<file path="src/rtl/stack_pkg.sv">
// -----------------------------------------------------------------------------
// stack_pkg
//   Shared definitions for the stack controller slice.
//   - SP_TOP_DEF / SP_BOTTOM_DEF : default empty / full stack pointer values
//   - RW_* encodings for the core (PUSH/POP) and interrupt (ENTRY/RETURN) ports
//   - state_t : sequencer states
//   - owner_t : which requester owns the operation in flight
// -----------------------------------------------------------------------------
package stack_pkg;

  localparam logic [7:0] SP_TOP_DEF    = 8'hFF;
  localparam logic [7:0] SP_BOTTOM_DEF = 8'hAF;

  localparam logic RW_PUSH   = 1'b0;
  localparam logic RW_POP    = 1'b1;
  localparam logic RW_ENTRY  = 1'b0;
  localparam logic RW_RETURN = 1'b1;

  typedef enum logic [2:0] {
    IDLE   = 3'd0,
    PUSH_A = 3'd1,
    PUSH_B = 3'd2,
    POP_A  = 3'd3,
    CAP_A  = 3'd4,
    POP_B  = 3'd5,
    CAP_B  = 3'd6,
    DONE   = 3'd7
  } state_t;

  typedef enum logic {
    OWN_CORE = 1'b0,
    OWN_IRQ  = 1'b1
  } owner_t;

endpackage

</file>
<file path="src/rtl/stack_sp_reg.sv">
// -----------------------------------------------------------------------------
// stack_sp_reg
//   Stack pointer register. Resets to SP_TOP, steps by one on inc/dec and
//   never leaves [SP_BOTTOM, SP_TOP] (a step past either bound is dropped).
// Ports:
//   clk, rst     : clock, synchronous active-high reset
//   inc, dec     : single-cycle step requests (simultaneous = hold)
//   sp           : current stack pointer
//   full, empty  : sp == SP_BOTTOM, sp == SP_TOP
// -----------------------------------------------------------------------------
module stack_sp_reg
  import stack_pkg::*;
#(
  parameter logic [7:0] SP_TOP    = SP_TOP_DEF,
  parameter logic [7:0] SP_BOTTOM = SP_BOTTOM_DEF
) (
  input  logic       clk,
  input  logic       rst,
  input  logic       inc,
  input  logic       dec,
  output logic [7:0] sp,
  output logic       full,
  output logic       empty
);

  always_ff @(posedge clk) begin
    if (rst) begin
      sp <= SP_TOP;
    end else if (inc && !dec && (sp != SP_TOP)) begin
      sp <= sp + 8'd1;
    end else if (dec && !inc && (sp != SP_BOTTOM)) begin
      sp <= sp - 8'd1;
    end
  end

  assign full  = (sp == SP_BOTTOM);
  assign empty = (sp == SP_TOP);

endmodule

</file>
<file path="src/rtl/stack_ctrl.sv">
// -----------------------------------------------------------------------------
// stack_ctrl
//   Owns the processor stack pointer and sequences all stack traffic to the
//   data-memory stack region (SP_TOP downward to SP_BOTTOM). Two requesters:
//   the core (single-byte PUSH/POP) and the interrupt unit (atomic two-byte
//   ENTRY push PC+flags / RETURN pop flags+PC). The interrupt unit wins when
//   both request in the same IDLE cycle. Push is post-decrement, pop is
//   pre-increment.
//
// Ports:
//   clk, rst                     clock, synchronous active-high reset
//   core_req/rw/wdata            core request (level, held until core_ack)
//   core_ack/err/rdata           completion pulse, reject flag, pop data
//   irq_req/rw/pc/flags          interrupt-unit request and entry data
//   irq_ack/err/rpc/rflags       completion pulse, reject flag, return data
//   mem_addr/we/wdata/re         stack memory port (synchronous RAM)
//   mem_rdata                    read data, valid the cycle after mem_re
//   sp, full, empty              stack pointer and bound flags
//   max_depth                    high-water mark of SP_TOP - sp
//
// Build option:
//   STACK_CTRL_DEPTH_TRACK_EN    when defined, max_depth is a register holding
//                                the deepest stack seen since reset; otherwise
//                                max_depth is tied to zero.
// -----------------------------------------------------------------------------
module stack_ctrl
  import stack_pkg::*;
#(
  parameter logic [7:0] SP_TOP    = SP_TOP_DEF,
  parameter logic [7:0] SP_BOTTOM = SP_BOTTOM_DEF,
  parameter int         DW        = 8
) (
  input  logic          clk,
  input  logic          rst,
  input  logic          core_req,
  input  logic          core_rw,
  input  logic [DW-1:0] core_wdata,
  output logic          core_ack,
  output logic          core_err,
  output logic [DW-1:0] core_rdata,
  input  logic          irq_req,
  input  logic          irq_rw,
  input  logic [DW-1:0] irq_pc,
  input  logic [DW-1:0] irq_flags,
  output logic          irq_ack,
  output logic          irq_err,
  output logic [DW-1:0] irq_rpc,
  output logic [DW-1:0] irq_rflags,
  output logic [7:0]    mem_addr,
  output logic          mem_we,
  output logic [DW-1:0] mem_wdata,
  output logic          mem_re,
  input  logic [DW-1:0] mem_rdata,
  output logic [7:0]    sp,
  output logic          full,
  output logic          empty,
  output logic [7:0]    max_depth
);

  // Free slots below sp (pushes still allowed) and occupied entries above sp.
  function automatic logic [7:0] free_slots(input logic [7:0] p);
    return p - SP_BOTTOM;
  endfunction

  function automatic logic [7:0] used_slots(input logic [7:0] p);
    return SP_TOP - p;
  endfunction

  state_t          state, state_nx;
  owner_t          own;
  logic            op_err;
  logic [DW-1:0]   wd0, wd1;
  logic            sp_inc, sp_dec;

  logic            req_any;
  logic            req_irq;
  logic            req_rw;
  logic            reject;

  stack_sp_reg #(
    .SP_TOP    (SP_TOP),
    .SP_BOTTOM (SP_BOTTOM)
  ) u_sp (
    .clk   (clk),
    .rst   (rst),
    .inc   (sp_inc),
    .dec   (sp_dec),
    .sp    (sp),
    .full  (full),
    .empty (empty)
  );

  // Arbitration and admission checks, evaluated against the IDLE-cycle sp.
  // An interrupt op is rejected whole if both bytes cannot be moved.
  assign req_any = irq_req | core_req;
  assign req_irq = irq_req;
  assign req_rw  = irq_req ? irq_rw : core_rw;

  always_comb begin
    reject = 1'b0;
    if (req_irq) begin
      if (req_rw == RW_ENTRY) reject = (free_slots(sp) < 8'd2);
      else                    reject = (used_slots(sp) < 8'd2);
    end else begin
      if (req_rw == RW_PUSH)  reject = full;
      else                    reject = empty;
    end
  end

  always_ff @(posedge clk) begin
    if (rst) state <= IDLE;
    else     state <= state_nx;
  end

  // Operation context is latched at the IDLE sample so a requester that
  // drops req or changes its data mid-operation has no effect.
  always_ff @(posedge clk) begin
    if (rst) begin
      own    <= OWN_CORE;
      op_err <= 1'b0;
    end else if ((state == IDLE) && req_any) begin
      own    <= req_irq ? OWN_IRQ : OWN_CORE;
      op_err <= reject;
    end
  end

  always_ff @(posedge clk) begin
    if ((state == IDLE) && req_any) begin
      wd0 <= req_irq ? irq_pc : core_wdata;
      wd1 <= irq_flags;
    end
  end

  // Read data is captured in the CAP_x cycle, one cycle after its mem_re.
  always_ff @(posedge clk) begin
    if (rst) begin
      core_rdata <= '0;
      irq_rflags <= '0;
      irq_rpc    <= '0;
    end else if (state == CAP_A) begin
      if (own == OWN_IRQ) irq_rflags <= mem_rdata;
      else                core_rdata <= mem_rdata;
    end else if (state == CAP_B) begin
      irq_rpc <= mem_rdata;
    end
  end

  always_comb begin
    state_nx  = state;
    mem_addr  = sp;
    mem_we    = 1'b0;
    mem_wdata = wd0;
    mem_re    = 1'b0;
    sp_inc    = 1'b0;
    sp_dec    = 1'b0;
    core_ack  = 1'b0;
    core_err  = 1'b0;
    irq_ack   = 1'b0;
    irq_err   = 1'b0;
    case (state)
      IDLE: begin
        if (req_any) begin
          if (reject)                 state_nx = DONE;
          else if (req_rw == RW_POP)  state_nx = POP_A;
          else                        state_nx = PUSH_A;
        end
      end
      PUSH_A: begin
        mem_we    = 1'b1;
        mem_wdata = wd0;
        sp_dec    = 1'b1;
        state_nx  = (own == OWN_IRQ) ? PUSH_B : DONE;
      end
      PUSH_B: begin
        mem_we    = 1'b1;
        mem_wdata = wd1;
        sp_dec    = 1'b1;
        state_nx  = DONE;
      end
      POP_A: begin
        mem_addr = sp + 8'd1;
        mem_re   = 1'b1;
        sp_inc   = 1'b1;
        state_nx = CAP_A;
      end
      CAP_A: begin
        state_nx = (own == OWN_IRQ) ? POP_B : DONE;
      end
      POP_B: begin
        mem_addr = sp + 8'd1;
        mem_re   = 1'b1;
        sp_inc   = 1'b1;
        state_nx = CAP_B;
      end
      CAP_B: begin
        state_nx = DONE;
      end
      DONE: begin
        if (own == OWN_IRQ) begin
          irq_ack = 1'b1;
          irq_err = op_err;
        end else begin
          core_ack = 1'b1;
          core_err = op_err;
        end
        state_nx = IDLE;
      end
      default: state_nx = IDLE;
    endcase
  end

`ifdef STACK_CTRL_DEPTH_TRACK_EN
  logic [7:0] max_depth_q;

  always_ff @(posedge clk) begin
    if (rst) begin
      max_depth_q <= 8'd0;
    end else if (used_slots(sp) > max_depth_q) begin
      max_depth_q <= used_slots(sp);
    end
  end

  assign max_depth = max_depth_q;
`else
  assign max_depth = 8'd0;
`endif

endmodule

</file>
<file path="config.mk">
export PLATFORM = sky130hd
export DESIGN_NAME = stack_ctrl
export DESIGN_NICKNAME = d
export VERILOG_FILES = /design/src/rtl/stack_pkg.sv /design/src/rtl/stack_sp_reg.sv /design/src/rtl/stack_ctrl.sv
export SDC_FILE = /design/constraint.sdc
export NUM_CORES = 1
export LEC_CHECK = 0
export ABC_AREA = 0
export CAP_MARGIN = 20
export CORE_MARGIN = 2
export CORE_UTILIZATION = 48
export CTS_CLUSTER_DIAMETER = 80
export DETAILED_ROUTE_END_ITERATION = 8
export PLACE_DENSITY = 0.86
export SLEW_MARGIN = 10
export SYNTH_ARGS = -nofsm -noshare
export SYNTH_HDL_FRONTEND = slang
export SYNTH_SLANG_ARGS = --single-unit
</file>
<file path="constraint.sdc">
create_clock -name clk -period 5.6 [get_ports clk]
set_input_delay 0.56 -clock clk [delete_from_list [all_inputs] [get_ports clk]]
set_output_delay 0.56 -clock clk [all_outputs]
set_load 0.03 [all_outputs]
</file>
==> results.toml, run 1 <==
# physical design summary
[outcome]
status = "finished clean"

[synthesis]
aoi_share_pct = 10.3
ys_sh_adder_pct = 0.903
synth_top_cell_by_area = "dfxtp_1"
edf_count = 16
synth_warnings = 0
yosys.stat.seqShare_pct = 44.1
synth-cells-yosys = 291
synth_cells = 291
yosys.area.top_type_share_pct = 26.7
netlist_area_um2 = 2770

[power]
clk-power_uw = 260
power.switching_uw = 900
pg_seq_uw = 606
p_int_uw = 1090
share_seq_of_total_power_pct = 30.4

[sta]
slew_violations = 0
skew_ps = 9.82
layout_min_cycle_time_ps = 3290
tightest_slew_ps = 883
timing.final.ws_setup_ps = 2310

[worst_setup_path]
cp-start-kind = "flop"
cpMostUsedCell = "nand2_1"
cpPeakStageDelay_ps = 690

[worst_hold_path]
hp-class = "flop to flop"
min_path_cells = 2

[flow_run]
cap_violations = 0
warnings = 27

[finish]
nets = 412
buf_share_pct = 24.9
regArea_um2 = 1220
buffers = 95

[global_routing]
antenna_found_initial = 0
grt_pass1_vias = 2277
grt-ovfl-total = 0
grtUsageMet2_pct = 35.0
use_met3_pct = 6.56

[floorplan]
core_um2 = 5540
fp_util_pct = 50.0

[drt]
top_layer_used = "met4"

[cts]
clock-sinks = 53
cts_resized = 0
clk_pin_slew_ps = 100
cts_buffer_depth = 2
### PDN straps and rails, run 1

Scale: 6 px per um. Pins as bars on the die edge.
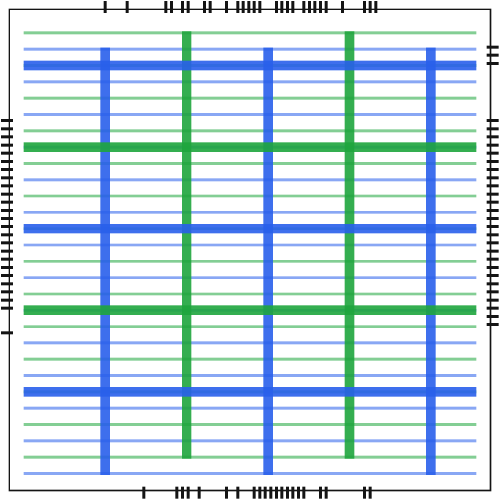
legend:
  blue:
    net: VSS
  green:
    net: VDD
met1 rails: 28
met4 straps: 5

### Cells by drive strength, run 1

Scale: 3 px per um.
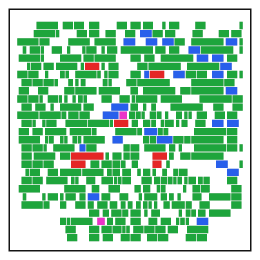
legend:
  magenta:
    size: x3 and x4
    cells: 2
    most_used: buf_4
  blue:
    size: x2
    cells: 25
    most_used: mux2_2
  red:
    size: x6 and larger
    cells: 7
    most_used: clkbuf_8
  green:
    size: x1 and smaller
    cells: 339
    most_used: clkdlybuf4s50_1

### Placement view, run 1

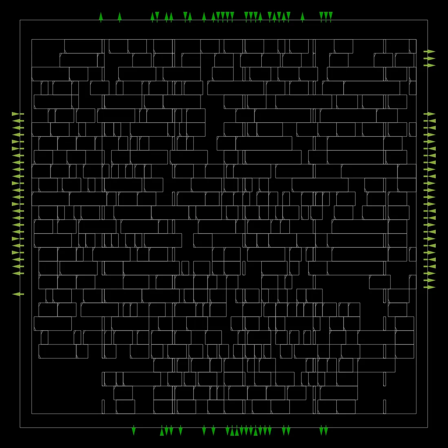
Flops: 53
Tapcells: 72
row count: 27
filler-free cell count of the finished design: 445
# fillers: 472

### Wire density map, run 1

Scale: 4 px per um. The die is cut into 16 by 16 equal tiles; dark purple is low, yellow is high, scaled to the fullest tile. Values are wire area over tile area, all layers added.
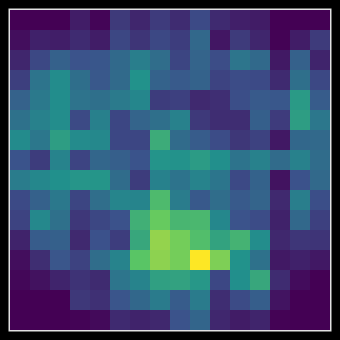

## Run 2: what changed since run 1
- CORE_UTILIZATION: 48 -> 45
- PLACE_DENSITY: 0.86 -> 0.81
- clock period: 5.6 -> 3.3 ns (I/O delays scaled with it)
### Wire density map, run 2

Scale: 4 px per um. The die is cut into 16 by 16 equal tiles; dark purple is low, yellow is high, scaled to the fullest tile. Values are wire area over tile area, all layers added.
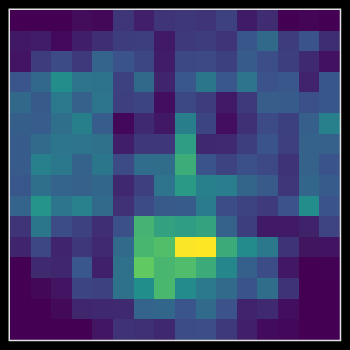
tiles over half the peak: 7.0%
emptiest ninth of the die: lower left
densest ninth of the die: bottom center
mean over tiles: 0.16
fullest tile: 0.67

### Placement view, run 2

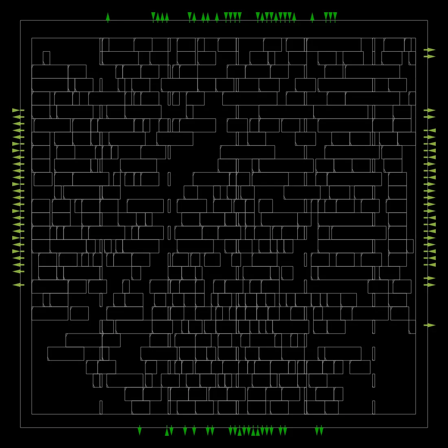
post-layout util: 64.4%
filler-free cell count of the finished design: 452
Seq/total area: 32.0%

### PDN straps and rails, run 2

Scale: 6 px per um. Pins as bars on the die edge.
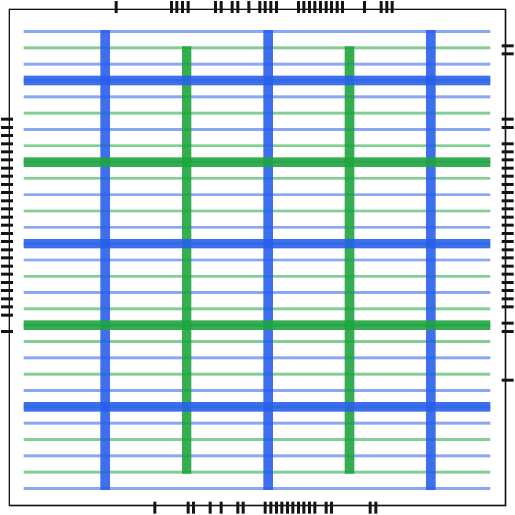
legend:
  blue:
    net: VSS
  green:
    net: VDD
met4 straps: 5
met5 straps: 5
met1 rails: 29
rows: 28
signal pins: 102

==> run 2 against run 1 <==
Against the previous run:
- sequential share of layout area fell by 0.074 points
- critical path depth did not move
- hold slack got worse by 4.7 ps
- via count barely moved
- combinational power rose by 74%
- routed wire length fell by 3.1%
- critical endpoint is now mem_addr[4]
==> results.toml, run 2 <==
# physical design summary
[power]
combPwrFrac_pct = 59.4
pg_seq_uw = 975
clk-power_uw = 373
power.group.top = "combinational cells"
share_seq_of_total_power_pct = 29.4
p_int_uw = 1800
power_leakage_uw = 0.00147
finalPower_uw = 3320
power.switching_uw = 1520

[global_routing]
use_met3_pct = 5.33
grtUsageMet2_pct = 31.6
antenna_found_initial = 0
grt_use_total_pct = 19.9
grt_pass1_vias = 2168
grt-ovfl-total = 0
met1_usage_pct = 26.4

[sta]
final.setup.tns_ps = 0
timing.final.ws_setup_ps = 305
slew_violations = 0
skew_ps = 2.83
fmax_mhz = 334
layout_min_cycle_time_ps = 2990
tightest_slew_ps = 904

[finish]
regArea_um2 = 1220
nets = 416
logic_area_um2 = 1410
ff_count = 53
lay_top_count = "clkdlybuf4s50_1"
buffers = 99
clkbuf_count = 6
nFillCells = 504
buf_share_pct = 25.6

[synthesis]
common_cells = "dfxtp_1 (37), nor2_1 (30), nand2_1 (28)"
synth_warnings = 0
logic_family = "simple AND/OR/NAND/NOR gates"
ys_sh_adder_pct = 0.903
netlist_area_um2 = 2770
syn_area_per_cell_um2 = 9.52
aoi_share_pct = 10.3
synth-cells-yosys = 291
yosys.area.top_type_share_pct = 26.7
synth_top_cell_by_area = "dfxtp_1"
edf_count = 16
synth.most_common_cell = "dfxtp_1"
synth_cells = 291
yosys.stat.seqShare_pct = 44.1
top_cells_by_area = "dfxtp_1 (27%), edfxtp_1 (17%), mux2i_1 (8.3%), mux2_2 (7.3%), nor2_1 (4.1%)"

[placement]
dpl.cell_count = 444
place.gp.congestion = 0.953
dpl_worst_slack_ps = 669
numPortBuffers = 93

[cts]
clock-sinks = 53
clk_pin_slew_ps = 100
cts_buffer_depth = 2
cts_resized = 0

[flow_run]
cap_violations = 0
warnings = 27

[floorplan]
die_width_um = 82.5
tapCellCount = 75
core_um2 = 5920
fp_util_pct = 46.8
fp-row-count = 28

[worst_hold_path]
hp-class = "flop to flop"
min_path_cells = 2

[worst_setup_path]
rr_endpoint = "u_sp.sp[3]"
arrival_ps = 2660
cp-start-kind = "flop"
reg2reg_depth = 5
r2r_start = "u_sp.sp[1]"
cpMostUsedCell = "nand2_1"
critical-path-top-delay-family = "buffers and inverters"
cpPeakStageDelay_ps = 700
cp.required_ps = 2970
crit_path_top_delay_cell = "clkdlybuf4s50_1"

[drt]
avgViaCountPerCell = 5.35
dr_wl_met3_um = 608
vias = 2419
drc = 0
wl_met1_um = 2950
top_layer_used = "met4"

[outcome]
status = "finished clean"
Power figures rest on the tool's default switching activity, not on a simulated workload.
